`src/rtl/traffic_pkg.sv`:
```
// rtl/traffic_pkg.sv - shared state and lamp encodings for the intersection phase scheduler
package traffic_pkg;

    localparam int IDX_W = 3;

    typedef enum logic [2:0] {
        S_ALLRED = 3'd0,
        S_GREEN  = 3'd1,
        S_YELLOW = 3'd2,
        S_WALK   = 3'd3,
        S_FLASH  = 3'd4
    } state_t;

    localparam logic [1:0] L_RED    = 2'b00;
    localparam logic [1:0] L_GREEN  = 2'b01;
    localparam logic [1:0] L_YELLOW = 2'b10;
    localparam logic [1:0] L_FLASH  = 2'b11;

endpackage

```
`src/rtl/rr_arbiter.sv`:
```
// rtl/rr_arbiter.sv - combinational round-robin pick of the first pending index after ptr
module rr_arbiter
    import traffic_pkg::*;
#(
    parameter int N = 4
) (
    input  logic [N-1:0]     pending,
    input  logic [IDX_W-1:0] ptr,
    output logic [IDX_W-1:0] grant,
    output logic             valid
);

    logic [IDX_W-1:0] start;
    logic [2*N-1:0]   dbl;
    logic [N-1:0]     rot;

    // rot[k] is the request k places after the pointer, wrapping
    assign start = (ptr >= IDX_W'(N - 1)) ? '0 : ptr + IDX_W'(1);
    assign dbl   = {pending, pending};
    assign rot   = N'(dbl >> start);

    always_comb begin
        grant = '0;
        valid = 1'b0;
        for (int k = N - 1; k >= 0; k--) begin
            if (rot[k]) begin
                grant = IDX_W'((int'(start) + k) % N);
                valid = 1'b1;
            end
        end
    end

endmodule

```
`src/rtl/traffic_phase_scheduler.sv`:
```
// rtl/traffic_phase_scheduler.sv - round-robin green/yellow/all-red/walk scheduler for N approaches
module traffic_phase_scheduler
    import traffic_pkg::*;
#(
    parameter int N_APPR      = 4,
    parameter int CNT_W       = 8,
    parameter int T_MIN_GREEN = 10,
    parameter int T_MAX_GREEN = 40,
    parameter int T_YELLOW    = 3,
    parameter int T_ALLRED    = 1,
    parameter int T_WALK      = 6
) (
    input  logic                  clk,
    input  logic                  res,
    input  logic                  en,
    input  logic [N_APPR-1:0]     req,
    input  logic                  ped_req,
    output logic [2*N_APPR-1:0]   light,
    output logic                  ped_walk,
    output logic [2:0]            cur_appr,
    output logic [2:0]            phase
);

    localparam logic [CNT_W-1:0] AR_LAST   = CNT_W'(T_ALLRED - 1);
    localparam logic [CNT_W-1:0] MIN_LAST  = CNT_W'(T_MIN_GREEN - 1);
    localparam logic [CNT_W-1:0] MAX_LAST  = CNT_W'(T_MAX_GREEN - 1);
    localparam logic [CNT_W-1:0] Y_LAST    = CNT_W'(T_YELLOW - 1);
    localparam logic [CNT_W-1:0] WALK_LAST = CNT_W'(T_WALK - 1);

    state_t                state, state_n;
    logic [CNT_W-1:0]      timer, timer_n;
    logic [IDX_W-1:0]      rr_ptr, ptr_n, idx_n, arb_grant;
    logic [N_APPR-1:0]     pending, pending_n, green_mask, pend_eff, grant_mask;
    logic                  ped_pend, ped_pend_n, last_ped, last_ped_n;
    logic                  ped_eff, other_pend, cur_req, arb_valid, enter_green;
    logic [2*N_APPR-1:0]   light_n;

    // Requests arriving this cycle count toward this cycle's decision
    assign green_mask = (state == S_GREEN) ? (N_APPR'(1) << cur_appr) : '0;
    assign pend_eff   = pending | (req & ~green_mask);
    assign ped_eff    = ped_pend | ped_req;
    assign other_pend = |(pend_eff & ~green_mask);
    assign cur_req    = |(req & green_mask);
    assign grant_mask = N_APPR'(1) << arb_grant;
    assign phase      = state;

    rr_arbiter #(.N(N_APPR)) u_arb (
        .pending (pend_eff),
        .ptr     (rr_ptr),
        .grant   (arb_grant),
        .valid   (arb_valid)
    );

    always_comb begin
        state_n     = state;
        idx_n       = cur_appr;
        ptr_n       = rr_ptr;
        last_ped_n  = last_ped;
        enter_green = 1'b0;
        case (state)
            S_ALLRED: begin
                if (timer >= AR_LAST) begin
                    if (ped_eff && !last_ped) begin
                        state_n = S_WALK;
                    end else if (arb_valid) begin
                        state_n     = S_GREEN;
                        idx_n       = arb_grant;
                        ptr_n       = arb_grant;
                        last_ped_n  = 1'b0;
                        enter_green = 1'b1;
                    end
                end
            end
            S_GREEN: begin
                if (timer >= MIN_LAST && (other_pend || ped_eff) && (!cur_req || timer >= MAX_LAST))
                    state_n = S_YELLOW;
            end
            S_YELLOW: if (timer >= Y_LAST) state_n = S_ALLRED;
            S_WALK: begin
                if (timer >= WALK_LAST) begin
                    state_n    = S_ALLRED;
                    last_ped_n = 1'b1;
                end
            end
            S_FLASH: if (en) state_n = S_ALLRED;
            default: state_n = S_ALLRED;
        endcase

        if (!en) begin
            state_n     = S_FLASH;
            idx_n       = cur_appr;
            ptr_n       = rr_ptr;
            last_ped_n  = last_ped;
            enter_green = 1'b0;
        end

        if (state == S_FLASH || !en) begin
            pending_n  = '0;
            ped_pend_n = 1'b0;
        end else begin
            pending_n  = enter_green ? (pend_eff & ~grant_mask) : pend_eff;
            ped_pend_n = (state_n == S_WALK && state != S_WALK) ? 1'b0 : ped_eff;
        end

        timer_n = (state_n != state) ? '0 : ((&timer) ? timer : timer + CNT_W'(1));

        light_n = '0;
        for (int i = 0; i < N_APPR; i++) begin
            if (state_n == S_FLASH)
                light_n[2*i +: 2] = L_FLASH;
            else if (idx_n == IDX_W'(i) && state_n == S_GREEN)
                light_n[2*i +: 2] = L_GREEN;
            else if (idx_n == IDX_W'(i) && state_n == S_YELLOW)
                light_n[2*i +: 2] = L_YELLOW;
            else
                light_n[2*i +: 2] = L_RED;
        end
    end

    always_ff @(posedge clk or posedge res) begin
        if (res) begin
            state    <= S_ALLRED;
            timer    <= '0;
            rr_ptr   <= IDX_W'(N_APPR - 1);
            pending  <= '0;
            ped_pend <= 1'b0;
            last_ped <= 1'b0;
            cur_appr <= '0;
            light    <= '0;
            ped_walk <= 1'b0;
        end else begin
            state    <= state_n;
            timer    <= timer_n;
            rr_ptr   <= ptr_n;
            pending  <= pending_n;
            ped_pend <= ped_pend_n;
            last_ped <= last_ped_n;
            cur_appr <= idx_n;
            light    <= light_n;
            ped_walk <= (state_n == S_WALK);
        end
    end

endmodule
```
`config.mk`:
```
export PLATFORM = sky130hd
export DESIGN_NAME = traffic_phase_scheduler
export DESIGN_NICKNAME = d
export VERILOG_FILES = /design/src/rtl/traffic_pkg.sv /design/src/rtl/rr_arbiter.sv /design/src/rtl/traffic_phase_scheduler.sv
export SDC_FILE = /design/constraint.sdc
export NUM_CORES = 1
export LEC_CHECK = 0
export CORE_AREA = 3 3 70 89
export CTS_BUF_LIST = sky130_fd_sc_hd__clkbuf_4
export DETAILED_ROUTE_END_ITERATION = 10
export DIE_AREA = 0 0 73 92
export GPL_TIMING_DRIVEN = 0
export SYNTH_ARGS = -nofsm -noshare
export SYNTH_HDL_FRONTEND = slang
export SYNTH_SLANG_ARGS = --single-unit
export TNS_END_PERCENT = 50
```
`constraint.sdc`:
```
create_clock -name clk -period 2.8 [get_ports clk]
set_input_delay 0.84 -clock clk [delete_from_list [all_inputs] [get_ports clk]]
set_output_delay 0.84 -clock clk [all_outputs]
set_load 0.005 [all_outputs]
```
Clock wires, drivers and flops:
Scale bar: 20 um.
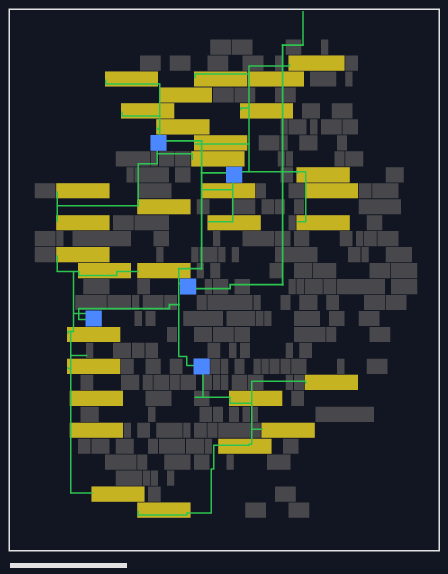
legend:
  green:
    item: clock wires
    length: 439 um
  blue:
    item: clock-net drivers
    count: 5
  yellow:
    item: flip-flops
    count: 31
routed clock nets: 6

Wires at chosen ports, followed through buffers:
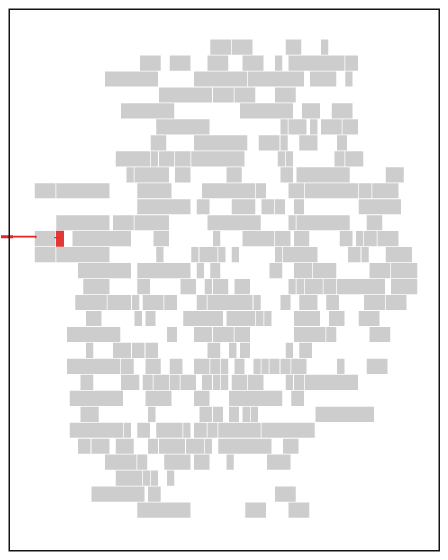
legend:
  red:
    port: res
    bits: 1
    direction: input
    edge: left
    end_cells: 1
    wire: 4.70 um

==> run summary <==
Yosys cell types - 53
placed inst area - 2200 um^2
overall routed net length - 4740 um
Max Fclk - 361 MHz
Yosys Chip Area - 1900 um^2
Worst Path Buf+Inv - 1
top cell category - logic gates
register share after synthesis - 41.0%
met1 Use GR - 19.4%
Area Growth Syn to Fin - 30.0%
Pwr top - combinational cells
Placement Rows - 30
reg2reg start - phase[2]
r2r setup slk - 130 ps
via count - 1652
Final ANT Viol Nets - 0
DRT Pass-1 Iters - 4
reg2reg path depth - 7
WL per Instance - 15.8 um
yosys xor share - 1.84%
Die Y - 92 um
top flop regs - light: 8 flops, timer: 8 flops, pending: 4 flops
PortBufs - 22
Late-Pin Clk Latency - 330 ps
flop share of the area - 31.5%
Core Area - 5440 um^2
most numerous logic cells after layout - dfrtp_1, clkdlybuf4s50_1, inv_1
clkbuf count - 5
simple share - 22.9%
dominant logic cell type in the layout - dfrtp_1
# Taps - 64
Comb/total area - 47.4%
RSZ-0062 raised after global routing - yes
vias in the first global route - 1564
register area - 778 um^2
crit path max fanout - 5
worst min path class - flop to flop
TritonCTS buffer count - 5
non-clk buf share - 13.1%
CTS sink count - 31
Inverters, non-clock - 17
ys cells - 202
net switching power - 0.555 mW
Critical Path End Type - flop
Post-synth EDFFs - 0
Signal buffers - 34
dpl ws - -651 ps
area fraction in mux cells - 4.22%
worst hold slack - 477 ps
gp weighted congestion - 0.842
Reg power frac - 39.8%
ANT cells - 0
Top-Level Pins - 23
overall power - 1.42 mW
number of hold buffers added after cts - 0
initial antenna violation count - 0
Filler cells - 527
Worst EP required - 3020 ps
met3 routed WL - 164 um
CTS tree - built
Final clock-cell share - 2.13%
Post-CTS Resized - 8
total setup buffers inserted after CTS - 0
Top cell area share - 38.2%
largest net degree at the start of global routing - 32
Yosys Warn Count - 0
vias per cell - 5.51
WHS Path Cells - 2
dpl cells - 288
Post-synth ARST share - 100%
max-cap violations - 0
crit path to - light[5]
Initial Utilization - 34.9%
cell family with most CP delay - AND-OR/OR-AND gates
grt ovf - 0
Syn Inst Count - 202
Top area cell types - dfrtp_1, inv_1, ha_1
Post-DP HPWL - 3460 um
critical path launch point type - primary input
Clk network pwr share - 17.5%
Final Setup Violations - 0
most frequent cell after synthesis - dfrtp_1
Die ar. - 6720 um^2
area used by multi-input combinational logic - 1170 um^2
yosys adder share - 3.29%
status - completed
CTS max path bufs - 2
htree depth - 2
layer with the highest usage - met2
DRC - 0
worst rel slew slack - 56.9%
GR Util met3 - 3.40%
gr usage total - 14.9%
Seq group - 0.566 mW
Slowest cell on crit path - mux4_2
Power and IR drop assume default switching activity.
